--- config.mk ---
export PLATFORM = sky130hd
export DESIGN_NAME = alu_io_shifter_flat
export DESIGN_NICKNAME = d
export VERILOG_FILES = /design/src/rtl/alu_io_shifter_if.sv /design/src/rtl/alu_io_shifter.sv /design/src/flat_wrapper.sv
export SDC_FILE = /design/constraint.sdc
export NUM_CORES = 1
export LEC_CHECK = 0
export ABC_AREA = 1
export CORE_MARGIN = 2
export CORE_UTILIZATION = 40
export CTS_CLUSTER_DIAMETER = 40
export CTS_CLUSTER_SIZE = 8
export DETAILED_ROUTE_END_ITERATION = 16
export SYNTH_ARGS = -nofsm -noshare
export SYNTH_HDL_FRONTEND = slang
export SYNTH_SLANG_ARGS = --single-unit
--- constraint.sdc ---
create_clock -name clk -period 2.8 [get_ports clk]
set_clock_uncertainty 0.2 [all_clocks]
set_input_delay 0.42 -clock clk [delete_from_list [all_inputs] [get_ports clk]]
set_output_delay 0.42 -clock clk [all_outputs]
set_load 0.05 [all_outputs]
--- src/rtl/alu_io_shifter_if.sv ---
// Operand load, ALU slice and result handshake bundle for alu_io_shifter.
// The slave modport is the shifter; master is the side driving it.
interface alu_io_shifter_if #(
   parameter int REG_BITS = 8,
   parameter int NSHIFT   = 2
);
   logic                  load_valid;
   logic                  load_ready;
   logic [REG_BITS-1:0]   load_data;
   logic                  load_pair;
   logic                  operand_valid;
   logic                  active;
   logic                  op_done;
   logic [NSHIFT-1:0]     data_in;
   logic [NSHIFT-1:0]     data_out;
   logic                  result_valid;
   logic                  result_ready;
   logic [2*REG_BITS-1:0] result_data;
   logic                  protocol_err;

   modport slave (
      input  load_valid, load_data, load_pair,
      input  active, op_done, data_out, result_ready,
      output load_ready, operand_valid, data_in,
      output result_valid, result_data, protocol_err
   );

   modport master (
      output load_valid, load_data, load_pair,
      output active, op_done, data_out, result_ready,
      input  load_ready, operand_valid, data_in,
      input  result_valid, result_data, protocol_err
   );
endinterface

--- src/rtl/alu_io_shifter.sv ---
// Serialises a 1- or 2-byte operand to a bit-serial ALU in NSHIFT slices
// and reassembles the returned slices into a right-aligned result.
module alu_io_shifter #(
   parameter int REG_BITS = 8,
   parameter int NSHIFT   = 2
) (
   input logic             clk,
   input logic             rst_n,
   input logic             flush,
   alu_io_shifter_if.slave bus
);
   localparam int W   = 2 * REG_BITS;
   localparam int NSL = W / NSHIFT;
   localparam int HSL = REG_BITS / NSHIFT;
   localparam int CW  = (NSL > 1) ? $clog2(NSL) : 1;
   localparam logic [CW-1:0] LAST = CW'(NSL - 1);

   typedef enum logic [2:0] {
      IDLE, FILL_HI, READY, SHIFT, RESULT
   } state_t;

   state_t        state, state_nx;
   logic [W-1:0]  operand;
   logic [W-1:0]  result;
   logic [CW-1:0] cnt;
   logic          pair;
   logic          sat;
   logic          perr;
   logic          cap;
   logic          err_set;
   logic          busy;

   assign busy = (state == READY) || (state == SHIFT);

   always_comb begin
      state_nx = state;
      cap      = 1'b0;
      err_set  = 1'b0;
      unique case (state)
         IDLE: begin
            if (bus.load_valid)
               state_nx = bus.load_pair ? FILL_HI : READY;
            err_set = bus.active | bus.op_done;
         end
         FILL_HI: begin
            if (bus.load_valid)
               state_nx = READY;
            err_set = bus.active | bus.op_done;
         end
         READY, SHIFT: begin
            if (bus.active) begin
               cap      = 1'b1;
               err_set  = sat;
               state_nx = bus.op_done ? RESULT : SHIFT;
            end
         end
         RESULT: begin
            if (bus.result_ready)
               state_nx = IDLE;
            err_set = bus.active | bus.op_done;
         end
         default: state_nx = IDLE;
      endcase
      if (flush)
         state_nx = IDLE;
   end

   // Unpaired operands read zero past the low byte regardless of contents.
   always_comb begin
      bus.data_in = '0;
      if (busy && bus.active && (pair || int'(cnt) < HSL))
         bus.data_in = operand[NSHIFT*int'(cnt) +: NSHIFT];
   end

   always_ff @(posedge clk or negedge rst_n) begin
      if (!rst_n) begin
         state   <= IDLE;
         operand <= '0;
         result  <= '0;
         cnt     <= '0;
         pair    <= 1'b0;
         sat     <= 1'b0;
         perr    <= 1'b0;
      end else if (flush) begin
         state   <= IDLE;
         operand <= '0;
         result  <= '0;
         cnt     <= '0;
         pair    <= 1'b0;
         sat     <= 1'b0;
         perr    <= 1'b0;
      end else begin
         state <= state_nx;
         if (err_set)
            perr <= 1'b1;
         if (state == IDLE && bus.load_valid) begin
            operand <= {{REG_BITS{1'b0}}, bus.load_data};
            pair    <= bus.load_pair;
            cnt     <= '0;
            sat     <= 1'b0;
            result  <= '0;
         end
         if (state == FILL_HI && bus.load_valid)
            operand[W-1:REG_BITS] <= bus.load_data;
         if (cap) begin
            result[NSHIFT*int'(cnt) +: NSHIFT] <= bus.data_out;
            if (cnt == LAST)
               sat <= 1'b1;
            else
               cnt <= cnt + 1'b1;
         end
         if (state == RESULT && bus.result_ready) begin
            operand <= '0;
            result  <= '0;
            cnt     <= '0;
            pair    <= 1'b0;
            sat     <= 1'b0;
         end
      end
   end

   assign bus.load_ready    = (state == IDLE) || (state == FILL_HI);
   assign bus.operand_valid = busy;
   assign bus.result_valid  = (state == RESULT);
   assign bus.result_data   = result;
   assign bus.protocol_err  = perr;
endmodule

--- src/flat_wrapper.sv ---
// flat-port wrapper written by rule: the top's interface ports become plain ports
module alu_io_shifter_flat 
#(
   parameter int REG_BITS = 8,
   parameter int NSHIFT   = 2
)
  (clk, rst_n, flush, bus_load_valid, bus_load_data, bus_load_pair, bus_active, bus_op_done, bus_data_out, bus_result_ready, bus_load_ready, bus_operand_valid, bus_data_in, bus_result_valid, bus_result_data, bus_protocol_err);
  alu_io_shifter_if #(.REG_BITS(REG_BITS), .NSHIFT(NSHIFT)) bus_i ();
  input logic clk;
  input logic rst_n;
  input logic flush;
  input wire logic [$bits(bus_i.load_valid)-1:0] bus_load_valid;
  input wire logic [$bits(bus_i.load_data)-1:0] bus_load_data;
  input wire logic [$bits(bus_i.load_pair)-1:0] bus_load_pair;
  input wire logic [$bits(bus_i.active)-1:0] bus_active;
  input wire logic [$bits(bus_i.op_done)-1:0] bus_op_done;
  input wire logic [$bits(bus_i.data_out)-1:0] bus_data_out;
  input wire logic [$bits(bus_i.result_ready)-1:0] bus_result_ready;
  output wire logic [$bits(bus_i.load_ready)-1:0] bus_load_ready;
  output wire logic [$bits(bus_i.operand_valid)-1:0] bus_operand_valid;
  output wire logic [$bits(bus_i.data_in)-1:0] bus_data_in;
  output wire logic [$bits(bus_i.result_valid)-1:0] bus_result_valid;
  output wire logic [$bits(bus_i.result_data)-1:0] bus_result_data;
  output wire logic [$bits(bus_i.protocol_err)-1:0] bus_protocol_err;
  assign bus_i.load_valid = bus_load_valid;
  assign bus_i.load_data = bus_load_data;
  assign bus_i.load_pair = bus_load_pair;
  assign bus_i.active = bus_active;
  assign bus_i.op_done = bus_op_done;
  assign bus_i.data_out = bus_data_out;
  assign bus_i.result_ready = bus_result_ready;
  assign bus_load_ready = bus_i.load_ready;
  assign bus_operand_valid = bus_i.operand_valid;
  assign bus_data_in = bus_i.data_in;
  assign bus_result_valid = bus_i.result_valid;
  assign bus_result_data = bus_i.result_data;
  assign bus_protocol_err = bus_i.protocol_err;
  alu_io_shifter #(.REG_BITS(REG_BITS), .NSHIFT(NSHIFT)) u_core (.clk(clk), .rst_n(rst_n), .flush(flush), .bus(bus_i));
endmodule
Placement view:
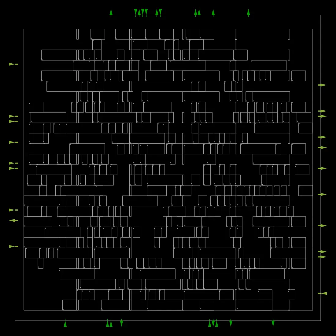
sequential share of cell area: 36.1%
# Taps: 72
final core occ: 51.3%
Seq Cell Count: 41

==> impl_metrics.py <==
# Flow results
metrics = {
    "clock_network": {
        "clock_path_buffers": 2,
        "path_clk_slew_ps": 80,
        "post_cts_buffers": 0,
        "cts_max_level": 2,
        "cts_resized": 0,
        "root_buffer": "clkbuf_8",
        "cts_tree": "yes",
        "cts_buffers": 5,
        "clock_latency_ps": 290,
        "cts_hold_buf": 0,
    },
    "pwr": {
        "cellPowerDensity_nw_per_um2": 482,
        "max-vdd-ir-drop_uv": 239,
        "total_leakage_power_uw": 0.00137,
    },
    "global_routing": {
        "gr-total-overflow": 0,
        "grt_pass1_vias": 2000,
        "antenna_found_initial": 0,
        "grt_max_degree": 42,
        "grt_pass1_wl_mm": 8.97,
    },
    "logic_synthesis": {
        "top_cell": "nand2_1",
        "ys_seq_share_pct": 44.6,
        "yosysWarnings": 0,
        "top_area_cell": "dfrtp_1",
        "ys_area_um2": 2300,
        "top_cells_by_area": "dfrtp_1 45%, nand2_1 14%, nor2_1 7.0%, o21ai_0 7.0%, nand3_1 5.2%",
        "synth_nets": 332,
        "top_area_share_pct": 44.6,
        "syn_area_um2": 2300,
        "ys_cells": 309,
        "synth.distinct_cells": 29,
        "synthCells": 309,
        "synthArstFlopShare_pct": 100,
        "ff_type": "dfrtp_1",
        "syn_avg_cell_area_um2": 7.44,
        "ys_seq_elements": 41,
        "netlist_top_cells_count": "84 x nand2_1, 43 x nor2_1, 41 x dfrtp_1",
        "edf_count": 0,
    },
    "worst_setup_path": {
        "worstSetupStartpointType": "flip-flop",
        "worstReg2RegStart": "u_core.cnt[1]",
        "endpoint_kind": "primary output",
        "critPathRequiredTime_ps": 2180,
        "ff2ff_path_depth": 9,
        "cp_max_fo": 4,
        "r2r_setup_slack_ps": 530,
        "r2r-end": "u_core.bus.result_data[0]",
        "critical_path_class": "reg -> out",
        "cp-endpoint": "bus_operand_valid",
        "arrival_ps": 1850,
        "startpoint": "u_core.state[2]",
    },
    "final_timing": {
        "slew_violations": 0,
        "fin_hold_ws_ps": 65.3,
        "max_freq_mhz": 404,
        "setup_viol": 0,
        "finalCritPeriodShare_pct": 88.3,
        "worst_slew_pin_slew_ps": 914,
        "fin_setup_tns_ps": 0,
        "finalHoldViolCount": 0,
        "final.min_clock_period_ps": 2470,
        "slew-limit-headroom_pct": 39.1,
        "rsz0062_at_grt": "false",
    },
    "finish": {
        "lay_top_count": "nand2_1",
        "comb_area_um2": 1100,
        "regArea_um2": 1030,
        "fin_nets": 373,
        "diodes": 0,
        "stdcell_area_um2": 2840,
        "final_layout_size_suffix_gt1_share_pct": 6.55,
        "area_growth_pct": 23.6,
        "lay_top_cells": "84 x nand2_1, 43 x nor2_1, 41 x dfrtp_1",
        "n_fill_cell": 567,
    },
    "drt": {
        "met1_length_mm": 2.38,
        "routed.top_layer": "met4",
        "drc": 0,
        "vias": 2054,
        "routed_wl_mm": 5.16,
        "dr_wl_met2_mm": 2.52,
        "drt-vias-per-instance": 4.86,
        "wl_per_cell_um": 12.2,
        "drt-initial-drc-count": 104,
        "wl_met3_um": 145,
        "postRouteAntennaNets": 0,
        "dr.pass1.iters": 4,
    },
    "job": {
        "warnings": 28,
        "drv_cap": 0,
    },
    "placement": {
        "placed_area_um2": 2760,
        "io_buffers": 39,
        "gp_congestion": 0.821,
        "dpl.hpwl_mm": 3.64,
    },
    "floorplan": {
        "ios": 40,
        "rows": 27,
        "core_um2": 5540,
        "chip_area_um2": 6370,
        "fp_util_pct": 41.5,
        "die_w_um": 79.8,
        "die_h_um": 79.8,
    },
    "outcome": {
        "status": "complete, no violations",
    },
    "min_path": {
        "hold_path.class": "in -> async",
    },
}
Clock network drawn from the DEF:
The bar under the picture is 20 um long.
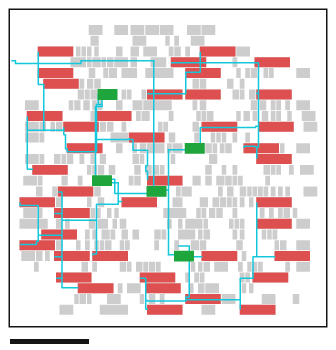
[green] cells driving clock nets | count: 5
[cyan] clock wires | length: 538 um
[red] flip-flops | count: 41
routed clock nets: 6

[through the flow]
stage	cells	power, uW	setup slack (ps)
3_3_place_gp	415	1010	430
6_report	423	1370	326
4_1_cts	423	1390	311
3_5_place_dp	415	1020	420
2_1_floorplan	309	901	517
5_1_grt	423	1470	151
[worst min path at each step]
stage	to	slack (ps)	startpoint	cells past startpoint
global placement	u_core.operand[12]	270	u_core.operand[12]	2
floorplan	u_core.bus.protocol_err	-80	rst_n	0
finish	u_core.bus.result_data[8]	70	rst_n	1
CTS	u_core.cnt[0]	100	rst_n	1
global route	u_core.bus.result_data[8]	150	rst_n	1
detailed placement	u_core.operand[12]	270	u_core.operand[12]	2
[sequential cells by signal (all words and copies together) (netlist names)]
signal	cells
u_core.operand	16
u_core.bus.protocol_err	1
u_core.sat	1
u_core.pair	1
u_core.state	3
u_core.cnt	3
u_core.bus.result_data	16
[cell families after synthesis]
logic type	share of synthesized area [%]
simple gates	32.9
flops	44.6
fa+ha+maj	2.72
buf+inv	7.62
compound gates	12.2
[final cells by class]
cell class,count,share of cell area [%]
Tap cell,72,3.17
Sequential cell,41,36.1
Clock buffer,8,2.82
Timing Repair Buffer,43,15.3
Inverter,29,3.92
Multi-Input combinational cell,230,38.7
[routing by layer]
layer	vias to the layer above	global-route usage, %
li1	1076	-
met1	938	22.9
met2	31	30.3
met3	9	3.17
met4	0	6.78
met5	-	0
[report_power, final]
part / internal [uW] / switching [uW] / total, uW / leakage, uW
registers: 625 / 22.6 / 647 / 0.000560
logic: 117 / 238 / 355 / 0.000769
clock network: 177 / 191 / 368 / 0.0000395
total: 919 / 451 / 1370 / 0.00137
[worst max-delay path, stage by stage, from the launching register on]
cell	delay [ps]
dfrtp_1	410
inv_1	170
nand2_1	110
inv_1	80
clkdlybuf4s50_1	790
Power and IR drop assume default switching activity.
